**Run 1: where the registers sit**

The bar under the picture is 50 um long.
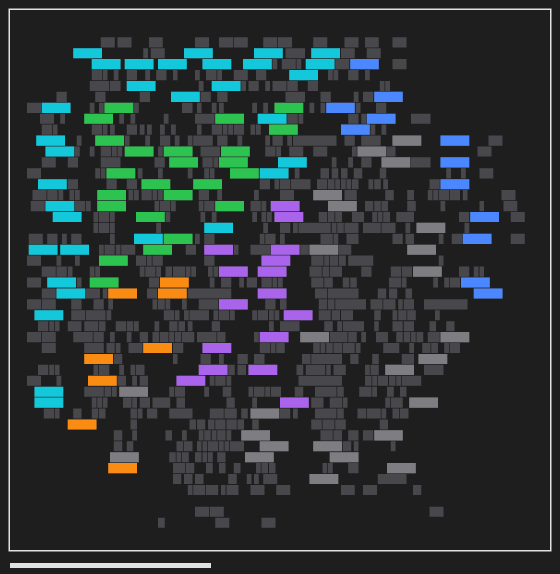
**Run 1: clock distribution**

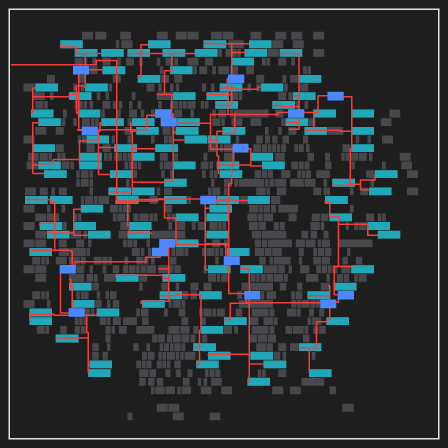
**Run 1: routed metal per tile**

The die is cut into 27 by 27 equal tiles; dark blue is low, red is high, scaled to the fullest tile. Values are wire area over tile area, all layers added.
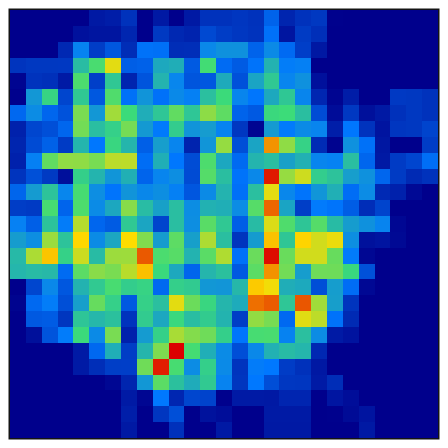
[src/rtl/imem_loader_if.sv]
// Byte-stream input and instruction-memory write bus of the boot loader.
// The loader uses the slave view; the host/link side uses master.
interface imem_loader_if #(
  parameter int ADDR_W = 12
);
  logic              byte_valid;
  logic [7:0]        byte_data;
  logic              byte_ready;
  logic              imem_we;
  logic [ADDR_W-1:0] imem_addr;
  logic [31:0]       imem_wdata;

  modport master (
    output byte_valid, byte_data,
    input  byte_ready, imem_we, imem_addr, imem_wdata
  );

  modport slave (
    input  byte_valid, byte_data,
    output byte_ready, imem_we, imem_addr, imem_wdata
  );
endinterface

[src/rtl/imem_loader.sv]
// Serial boot loader: parses a length-prefixed, XOR-checksummed byte stream
// into 32-bit instruction-memory writes while holding the CPU in reset.
module imem_loader #(
  parameter int DEPTH  = 4096,
  parameter int ADDR_W = 12
) (
  input  logic               clk,
  input  logic               rst,
  input  logic               start,
  imem_loader_if.slave       bus,
  output logic               cpu_rst,
  output logic               done,
  output logic               err
);

  typedef enum logic [2:0] {
    S_IDLE,
    S_LEN_HI,
    S_LEN_LO,
    S_DATA,
    S_CHECK,
    S_DONE,
    S_ERR
  } state_t;

  state_t            r_state;
  state_t            w_next;

  logic [15:0]       r_len;
  logic [15:0]       r_word_idx;
  logic [1:0]        r_byte_cnt;
  logic [7:0]        r_csum;
  logic [23:0]       r_asm;
  logic              r_we;
  logic [ADDR_W-1:0] r_addr;
  logic [31:0]       r_wdata;
  logic              r_cpu_rst;
  logic              r_done;
  logic              r_err;

  logic              w_ready;
  logic              w_accept;
  logic              w_restart;
  logic [15:0]       w_len;
  logic              w_len_zero;
  logic              w_len_bad;
  logic              w_word_done;
  logic              w_last_word;

  assign w_ready = (r_state == S_LEN_HI) || (r_state == S_LEN_LO) ||
                   (r_state == S_DATA)   || (r_state == S_CHECK);
  assign w_accept  = bus.byte_valid && w_ready;
  assign w_restart = start && ((r_state == S_IDLE) || (r_state == S_DONE) ||
                               (r_state == S_ERR));

  assign w_len       = {r_len[15:8], bus.byte_data};
  assign w_len_zero  = (w_len == 16'd0);
  assign w_len_bad   = ({1'b0, w_len} > 17'(DEPTH));
  assign w_word_done = w_accept && (r_state == S_DATA) && (r_byte_cnt == 2'd3);
  assign w_last_word = ((r_word_idx + 16'd1) == r_len);

  always_ff @(posedge clk) begin
    if (!rst) r_state <= S_IDLE;
    else      r_state <= w_next;
  end

  always_comb begin
    w_next = r_state;
    case (r_state)
      S_IDLE, S_DONE, S_ERR: if (start) w_next = S_LEN_HI;
      S_LEN_HI: if (w_accept) w_next = S_LEN_LO;
      S_LEN_LO: begin
        if (w_accept) begin
          if (w_len_zero)     w_next = S_CHECK;
          else if (w_len_bad) w_next = S_ERR;
          else                w_next = S_DATA;
        end
      end
      S_DATA:  if (w_word_done && w_last_word) w_next = S_CHECK;
      S_CHECK: begin
        if (w_accept) w_next = (bus.byte_data == r_csum) ? S_DONE : S_ERR;
      end
      default: w_next = S_IDLE;
    endcase
  end

  always_ff @(posedge clk) begin
    if (!rst) begin
      r_len      <= '0;
      r_word_idx <= '0;
      r_byte_cnt <= '0;
      r_csum     <= '0;
      r_asm      <= '0;
      r_we       <= 1'b0;
      r_addr     <= '0;
      r_wdata    <= '0;
      r_cpu_rst  <= 1'b1;
      r_done     <= 1'b0;
      r_err      <= 1'b0;
    end else begin
      r_we <= 1'b0;
      if (w_restart) begin
        r_word_idx <= '0;
        r_byte_cnt <= '0;
        r_csum     <= '0;
        r_cpu_rst  <= 1'b1;
        r_done     <= 1'b0;
        r_err      <= 1'b0;
      end
      if (w_accept) begin
        case (r_state)
          S_LEN_HI: r_len[15:8] <= bus.byte_data;
          S_LEN_LO: begin
            r_len[7:0] <= bus.byte_data;
            if (!w_len_zero && w_len_bad) r_err <= 1'b1;
          end
          S_DATA: begin
            // Only the three older bytes are kept; the fourth goes straight into wdata.
            r_asm      <= {r_asm[15:0], bus.byte_data};
            r_csum     <= r_csum ^ bus.byte_data;
            r_byte_cnt <= r_byte_cnt + 2'd1;
            if (r_byte_cnt == 2'd3) begin
              r_we       <= 1'b1;
              r_wdata    <= {r_asm, bus.byte_data};
              r_addr     <= r_word_idx[ADDR_W-1:0];
              r_word_idx <= r_word_idx + 16'd1;
            end
          end
          S_CHECK: begin
            if (bus.byte_data == r_csum) begin
              r_done    <= 1'b1;
              r_cpu_rst <= 1'b0;
            end else begin
              r_err <= 1'b1;
            end
          end
          default: ;
        endcase
      end
    end
  end

  // A write strobe still registered when reset arrives must not reach memory.
  assign bus.imem_we    = r_we && rst;
  assign bus.byte_ready = w_ready;
  assign bus.imem_addr  = r_addr;
  assign bus.imem_wdata = r_wdata;
  assign cpu_rst        = r_cpu_rst;
  assign done           = r_done;
  assign err            = r_err;

endmodule

[src/flat_wrapper.sv]
// flat-port wrapper written by rule: the top's interface ports become plain ports
module imem_loader_flat 
#(
  parameter int DEPTH  = 4096,
  parameter int ADDR_W = 12
)
  (clk, rst, start, cpu_rst, done, err, bus_byte_valid, bus_byte_data, bus_byte_ready, bus_imem_we, bus_imem_addr, bus_imem_wdata);
  imem_loader_if #(.ADDR_W(ADDR_W)) bus_i ();
  input  logic clk;
  input  logic rst;
  input  logic start;
  output logic cpu_rst;
  output logic done;
  output logic err;
  input wire logic [$bits(bus_i.byte_valid)-1:0] bus_byte_valid;
  input wire logic [$bits(bus_i.byte_data)-1:0] bus_byte_data;
  output wire logic [$bits(bus_i.byte_ready)-1:0] bus_byte_ready;
  output wire logic [$bits(bus_i.imem_we)-1:0] bus_imem_we;
  output wire logic [$bits(bus_i.imem_addr)-1:0] bus_imem_addr;
  output wire logic [$bits(bus_i.imem_wdata)-1:0] bus_imem_wdata;
  assign bus_i.byte_valid = bus_byte_valid;
  assign bus_i.byte_data = bus_byte_data;
  assign bus_byte_ready = bus_i.byte_ready;
  assign bus_imem_we = bus_i.imem_we;
  assign bus_imem_addr = bus_i.imem_addr;
  assign bus_imem_wdata = bus_i.imem_wdata;
  imem_loader #(.DEPTH(DEPTH), .ADDR_W(ADDR_W)) u_core (.clk(clk), .rst(rst), .start(start), .bus(bus_i), .cpu_rst(cpu_rst), .done(done), .err(err));
endmodule
[config.mk]
export PLATFORM = sky130hd
export DESIGN_NAME = imem_loader_flat
export DESIGN_NICKNAME = d
export VERILOG_FILES = /design/src/rtl/imem_loader_if.sv /design/src/rtl/imem_loader.sv /design/src/flat_wrapper.sv
export SDC_FILE = /design/constraint.sdc
export NUM_CORES = 1
export LEC_CHECK = 0
export CORE_MARGIN = 4
export CORE_UTILIZATION = 35
export CTS_BUF_LIST = sky130_fd_sc_hd__clkbuf_8
export DETAILED_ROUTE_END_ITERATION = 8
export HOLD_SLACK_MARGIN = 0.05
export SLEW_MARGIN = 20
export SYNTH_ARGS = -nofsm -noshare
export SYNTH_HDL_FRONTEND = slang
export SYNTH_SLANG_ARGS = --single-unit
[constraint.sdc]
create_clock -name clk -period 3.3 [get_ports clk]
set_clock_uncertainty 0.1 [all_clocks]
set_input_delay 0.33 -clock clk [delete_from_list [all_inputs] [get_ports clk]]
set_output_delay 0.33 -clock clk [all_outputs]
set_load 0.01 [all_outputs]
==> results.toml, run 1 <==
# physical design summary
[place]
place_area_um2 = 6300
dp_worst_setup_slack_ps = 504
place_inst = 927

[layout]
inv_count = 10
n_fill_cell = 1561
nClkBuffers = 23
final_cells = 958
nMultiInputCombCells = 521
final_area_um2 = 6760
fin_util_pct = 43.8
logic_area_um2 = 2980
n_sequential_cell = 117
lay_top_count = "nand2_1"
largest_cell_class = "multi-input combinational cells"
antenna_cells = 0
drive_above_1_share_pct = 7.36
buffers = 68
nets = 749

[setup_path]
path_depth = 8
critPathLaunch = "u_core.r_word_idx[0]$_SDFF_PN0_"
crit_arrival_ps = 2890
reg2reg_slack_ps = 640
crit_buf_inv = 0
critical_path.max_stage_delay_ps = 490
cp_slowest_cell = "dfxtp_1"
worstSetupEndpoint = "u_core.r_state[0]$_SDFFE_PN0P_"
path_class = "reg2reg"
reg2reg_from = "u_core.r_word_idx[0]$_SDFF_PN0_"
crit_required_ps = 3530

[grt]
grt_use_met2_pct = 27.2
antenna_found_initial = 0
grt_pass1_vias = 4786
grt_pass1_wl_mm = 23.5
grt.met1_usage_pct = 19.8
grt_max_degree = 84

[floorplan]
fp-utilization_pct = 36.3
chipArea_um2 = 18100
core_area_um2 = 15400
nWellTaps = 211
ios = 61
die_y_um = 135

[pwr]
power.internal_mw = 2.61
powerDensity_nw_per_um2 = 529
clock_power_share_pct = 41.8
swShare_pct = 26.9
ir_drop_mv = 0.290
totalPowerFinal_mw = 3.58
sequentialPower_mw = 1.56
leakagePower_nw = 2.25
seq_power_share_pct = 43.5

[cts]
htreeDepth = 4
clk_latency_ps = 430
clockBufferDepth = 2
cts_resized = 0
postCtsHoldBufs = 0
cts_made_buffers = 17

[logic_synthesis]
syn_inst = 705
yosysSeqAreaShare_pct = 41.8
topCellsByArea = "dfxtp_1, nand2_1, a21boi_0"
yosys_warnings = 0
synth_nets = 719
top_cells_by_count = "nand2_1, dfxtp_1, a21boi_0"
synth-edff-count = 0
netlist_area_um2 = 5600
synth.top_cell.area_share_pct = 41.8
yosys_cells = 705
synth_top_cell_by_count = "nand2_1"

[drt]
drt_drc_violations_left = 0
drtIter0Drc = 361

[flow_run]
drv_cap = 0

[run_status]
status = "complete, no violations"

[sta]
min_period_over_period_pct = 80.5
finalHoldViolCount = 0
slew_viol_final = 0
max_freq_mhz = 377

[min_path]
hold_path_class = "reg2reg"
## Picture notes: 'where the registers sit'
legend:
  purple:
    name_in_the_netlist: u_core.r_len
    sequential_cells: 16
    where: center
  green:
    name_in_the_netlist: u_core.r_asm
    sequential_cells: 24
  orange:
    name_in_the_netlist: u_core.r_csum
    sequential_cells: 8
  blue:
    name_in_the_netlist: u_core.bus.imem_addr
    sequential_cells: 12
  cyan:
    name_in_the_netlist: u_core.bus.imem_wdata
    sequential_cells: 32
not colored: 25

## Picture notes: 'clock distribution'
legend:
  red:
    item: clock wires
    length: 1480 um
  blue:
    item: clock drivers
    count: 17
  cyan:
    item: flip-flops
    count: 117
routed clock nets: 18
flops lie: all over the die

## Picture notes: 'routed metal per tile'
nearly empty tiles: 26%
fullest tile: 0.52
mean over tiles: 0.12
tiles over half the peak: 14%
Total GRT Usage: 16.0%
Routed WL: 14.3 mm
DR vias: 4877
post-DR wirelength/cell: 14.9 um

[run 1: flip-flops by register name, summed over array words and instances (netlist names)]
register and count:
u_core.r_byte_cnt 2, u_core.done 1, u_core.r_word_idx 16, u_core.r_asm 24
u_core.cpu_rst 1, u_core.r_csum 8, u_core.r_state 3, u_core.err 1
u_core.r_we 1, u_core.bus.imem_wdata 32, u_core.bus.imem_addr 12, u_core.r_len 16
[run 1: kinds of logic (layout without fill, tap and decap cells)]
family | count (synthesis) | after routing | synth area share (%)
simple gates | 329 | 329 | 27.7
compound gates | 162 | 162 | 20.3
flops | 117 | 117 | 41.8
buf+inv | 67 | 109 | 5.00
xor+xnor | 24 | 24 | 4.00
mux | 4 | 4 | 0.804
fa+ha+maj | 2 | 2 | 0.446
**Run 1: drive-strength map**

The bar under the picture is 50 um long.
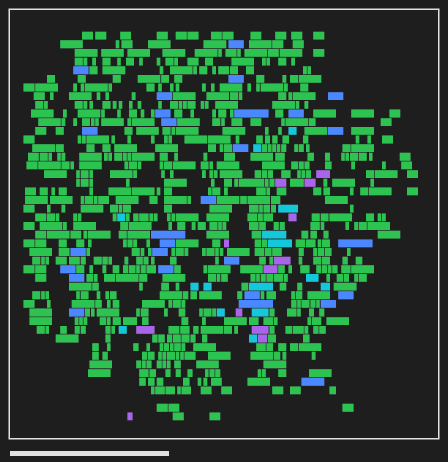

--- run 2 (diff from run 1) ---
clock period = 2.1 ns   (was 3.3 ns; I/O delays follow)
**Run 2: drive-strength map**

The bar under the picture is 50 um long.
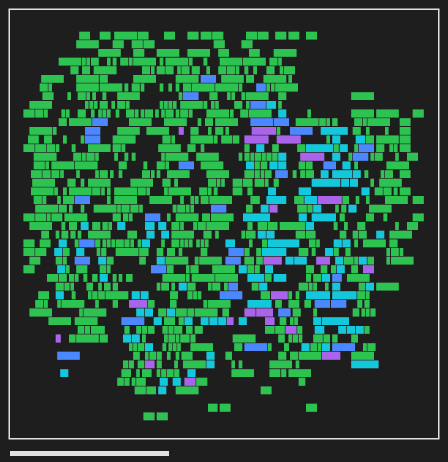
legend:
  cyan:
    size: _3 and _4 cells
    cells: 103
  blue:
    size: _6 and larger
    cells: 33
  purple:
    size: _2 cells
    cells: 21
  green:
    size: _0 and _1 cells
    cells: 669

==> run 2 against run 1 <==
Effect of this change: the flow now finishes with violations (negative setup slack); via count rose by 6.3%; total power rose by 50%; register-to-register slack got worse by 710 ps; utilization rose by 4.7 points; die size did not move; sequential power rose by 52%; area after synthesis did not move; flip-flop count did not move; critical path depth rose by 1; combinational power rose by 110%; largest cell class unchanged.
==> results.toml, run 2 <==
# physical design summary
[logic_synthesis]
yosysSeqAreaShare_pct = 41.8
topCombFamilyByArea = "simple AND/OR/NAND/NOR gates"
synth-edff-count = 0
synth_top_cell_by_count = "nand2_1"
mux_area_share_pct = 0.804
yosys_warnings = 0
topCellsByArea = "dfxtp_1, nand2_1, a21boi_0"
synth.top_cell.area_share_pct = 41.8
netlist_area_um2 = 5600
synth_nets = 719
syn_inst = 705
ys_sh_xor_pct = 4.00

[run_status]
status = "complete, but fails checks"
violations = "negative setup slack"

[pwr]
ir_drop_mv = 0.366
power.internal_mw = 3.70
powerDensity_nw_per_um2 = 717
totalPowerFinal_mw = 5.36
clock_power_share_pct = 35.4
swShare_pct = 31.0
seq_power_share_pct = 44.2

[setup_path]
crit_required_ps = 2380
reg2reg_from = "u_core.r_word_idx[1]$_SDFF_PN0_"
path_class = "reg2reg"
path_depth = 9
cp_slowest_cell = "nor4_4"
crit_arrival_ps = 2440
crit_buf_inv = 1
critical_path.max_stage_delay_ps = 380
critPathLaunch = "u_core.r_word_idx[1]$_SDFF_PN0_"

[layout]
logic_area_um2 = 3100
final_cells = 1037
buffers = 146
final_area_um2 = 7480
fin_util_pct = 48.5
antenna_cells = 0
largest_cell_class = "multi-input combinational cells"
n_sequential_cell = 117
nMultiInputCombCells = 521
largest_register_ffs = 32
lay_top_count = "nand2_1"
nClkBuffers = 20
inv_count = 10

[floorplan]
core_area_um2 = 15400
die_y_um = 135
fp-utilization_pct = 36.3
nWellTaps = 211
chipArea_um2 = 18100

[cts]
clockBufferDepth = 2
cts_resized = 12
clk_latency_ps = 430
cts_made_buffers = 17
htreeDepth = 4

[flow_run]
drv_cap = 0

[sta]
setup_viol = 3
slew_viol_final = 0
setup_ws_ps = -63.6

[drt]
via_count = 5182
wl_per_cell_um = 14.5
drt_drc_violations_left = 0
drtIter0Drc = 321

[place]
dp_worst_setup_slack_ps = -271
place_area_um2 = 6950

[grt]
grt_usage_pct = 16.9
antenna_found_initial = 0

[min_path]
hold_path_class = "in2reg"
**Run 2: clock distribution**

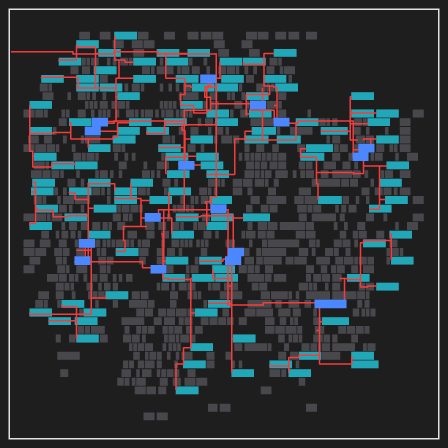
legend:
  blue:
    item: clock drivers
    count: 17
  red:
    item: clock wires
    length: 1510 um
  cyan:
    item: flip-flops
    count: 117
routed clock nets: 18

run 2: cell counts after synthesis:
Identical to the previous run, type by type.
run 2: how the worst min path moves through the flow:
stage                                                   endpoint  cells past startpoint
after floorplan           u_core.bus.imem_wdata[24]$_SDFFE_PN0P_                      2
after global placement                    u_core.done$_SDFF_PN0_                      2
after detailed placement                  u_core.done$_SDFF_PN0_                      2
after CTS                           u_core.r_asm[6]$_SDFFE_PN0P_                      3
after global routing              u_core.r_state[2]$_SDFFE_PN0P_                      4
final                            u_core.r_byte_cnt[0]$_SDFF_PN0_                      3
run 2: layer usage:
layer	up-vias	GRT usage [%]	share of wire (%)
li1	2590	-	-
met1	2460	22.6	47
met2	109	26.7	47
met3	23	4.25	4.0
met4	0	5.71	2.0
met5	-	0	0
**Run 2: cell outlines without signal wires**

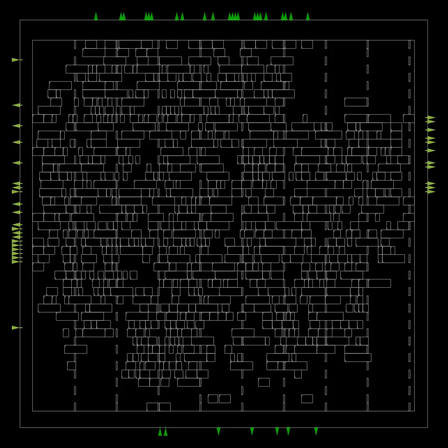

--- run 3 (diff from run 2) ---
ABC_AREA = 0   (was not set)
MAX_ROUTING_LAYER = met4   (was not set)
**Run 3: cell outlines without signal wires**

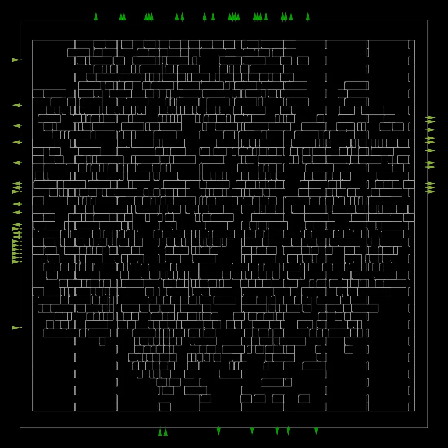
sequential share of cell area: 31.6%
TAP cells: 211

==> run 3 against run 2 <==
Effect of this change: the flow still finishes with violations (negative setup slack); synthesized cell count unchanged; final cell count about the same; global-route usage increased by 1.0 points; sequential share of layout area decreased by 0.077 points; combinational power about the same; clock power increased by about 10%; register-to-register slack improved by 20 ps; die size unchanged; area after synthesis unchanged; fmax increased by 1.0%; first-iteration DRC count increased by 0.93%; critical path type unchanged; largest power group unchanged.
==> results.toml, run 3 <==
# physical design summary
[setup_path]
cp_slowest_cell = "dfxtp_2"
critPathLaunch = "u_core.r_word_idx[0]$_SDFF_PN0_"
reg2reg_slack_ps = -40
worstSetupEndpoint = "u_core.r_state[0]$_SDFFE_PN0P_"
reg2reg_from = "u_core.r_word_idx[0]$_SDFF_PN0_"
path_depth = 8
critical_path.max_stage_delay_ps = 360
path_class = "reg2reg"
ff2ff_path_depth = 8
crit_required_ps = 2340
crit_arrival_ps = 2380

[layout]
nClkBuffers = 17
nets = 829
final_cells = 1038
n_fill_cell = 1538
largest_cell_class = "multi-input combinational cells"
drive_above_1_share_pct = 19.3
area_share_clock_buf_inv_pct = 5.33
n_sequential_cell = 117
logic_area_um2 = 3100
largest_register_ffs = 32
nMultiInputCombCells = 521
buffers = 148
inv_count = 10
fin_util_pct = 48.5

[logic_synthesis]
synth_top_cell_by_count = "nand2_1"
synth-edff-count = 0
top_cells_by_count = "nand2_1, dfxtp_1, a21boi_0"
compound_area_share_pct = 20.3
topCellsByArea = "dfxtp_1, nand2_1, a21boi_0"
syn_inst = 705
yosys_cells = 705
synth.top_cell.area_share_pct = 41.8
mux_area_share_pct = 0.804
yosys_warnings = 0
netlist_area_um2 = 5600
synth_nets = 719
ys_sh_adder_pct = 0.447
yosysSeqAreaShare_pct = 41.8
synth-simple-area-share_pct = 27.7

[sta]
finalHoldViolCount = 0
max_freq_mhz = 467
setup_viol = 1
min_period_over_period_pct = 102
setup_ws_ps = -41.5
slew_viol_final = 0

[cts]
cts_tree = "yes"
clk_latency_ps = 440
clockBufferDepth = 2
cts_made_buffers = 17
htreeDepth = 4
postCtsHoldBufs = 0

[floorplan]
die_y_um = 135
fp-utilization_pct = 36.3
ios = 61
core_area_um2 = 15400

[min_path]
holdPathStages = 4
hold_end = "u_core.r_state[2]$_SDFFE_PN0P_"
hold_path_class = "in2reg"

[drt]
wl_met3_um = 722
drtIter0Drc = 324
drt_drc_violations_left = 0
top_layer_used = "met4"
wl_met2_mm = 7.28
drt-met1-wl_mm = 7.21

[grt]
grt_use_met3_pct = 3.99
grt_use_met2_pct = 27.7
grt_pass1_vias = 5052
grt_most_used_layer = "met2"
overflow = 0
antenna_found_initial = 0
grt.met1_usage_pct = 23.2

[pwr]
clock_power_share_pct = 37.7
seq_power_share_pct = 42.6
switchingPower_mw = 1.65
leakagePower_nw = 2.68
swShare_pct = 29.6
ir_drop_mv = 0.370
powerDensity_nw_per_um2 = 746
totalPowerFinal_mw = 5.58

[run_status]
violations = "negative setup slack"
status = "complete, but fails checks"

[place]
dp_worst_setup_slack_ps = -321
place_area_um2 = 6930
place_inst = 1003
**Run 3: routed metal per tile**

The die is cut into 27 by 27 equal tiles; dark blue is low, red is high, scaled to the fullest tile. Values are wire area over tile area, all layers added.
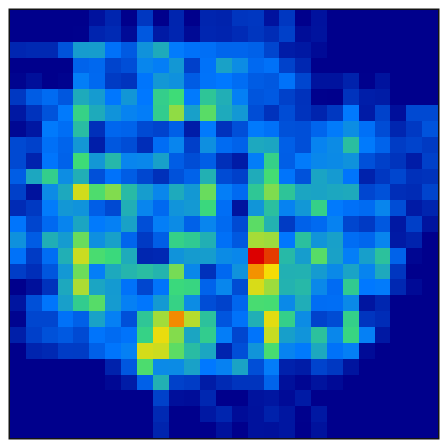
Total GRT Usage: 18.0%
Routed WL: 15.5 mm
post-DR wirelength/cell: 15.0 um
DR vias: 5221

==> run 3: worst min-delay path: cells and delay by family <==
| family | cells | cell delay (ps) |
|---|---|---|
| buffers and inverters | 2 | 330 |
| and+or+nand+nor | 2 | 100 |
==> run 3: power groups by stage <==
stage / Clock [mW] / Combinational [mW] / Sequential, mW
2_1_floorplan: 0 / 0.673 / 2.41
3_3_place_gp: 0 / 1.05 / 2.42
3_5_place_dp: 0 / 1.07 / 2.43
4_1_cts: 2.16 / 1.06 / 2.38
5_1_grt: 2.26 / 1.21 / 2.38
6_report: 2.10 / 1.10 / 2.38
==> run 3: what timing repair did <==
action / 4_1_cts / 5_1_grt
buffers inserted: 0 / 4
gates resized: 14 / 23
pin swaps: 2 / 8
setup endpoints to repair: 4 / 4
Power figures rest on the tool's default switching activity, not on a simulated workload.
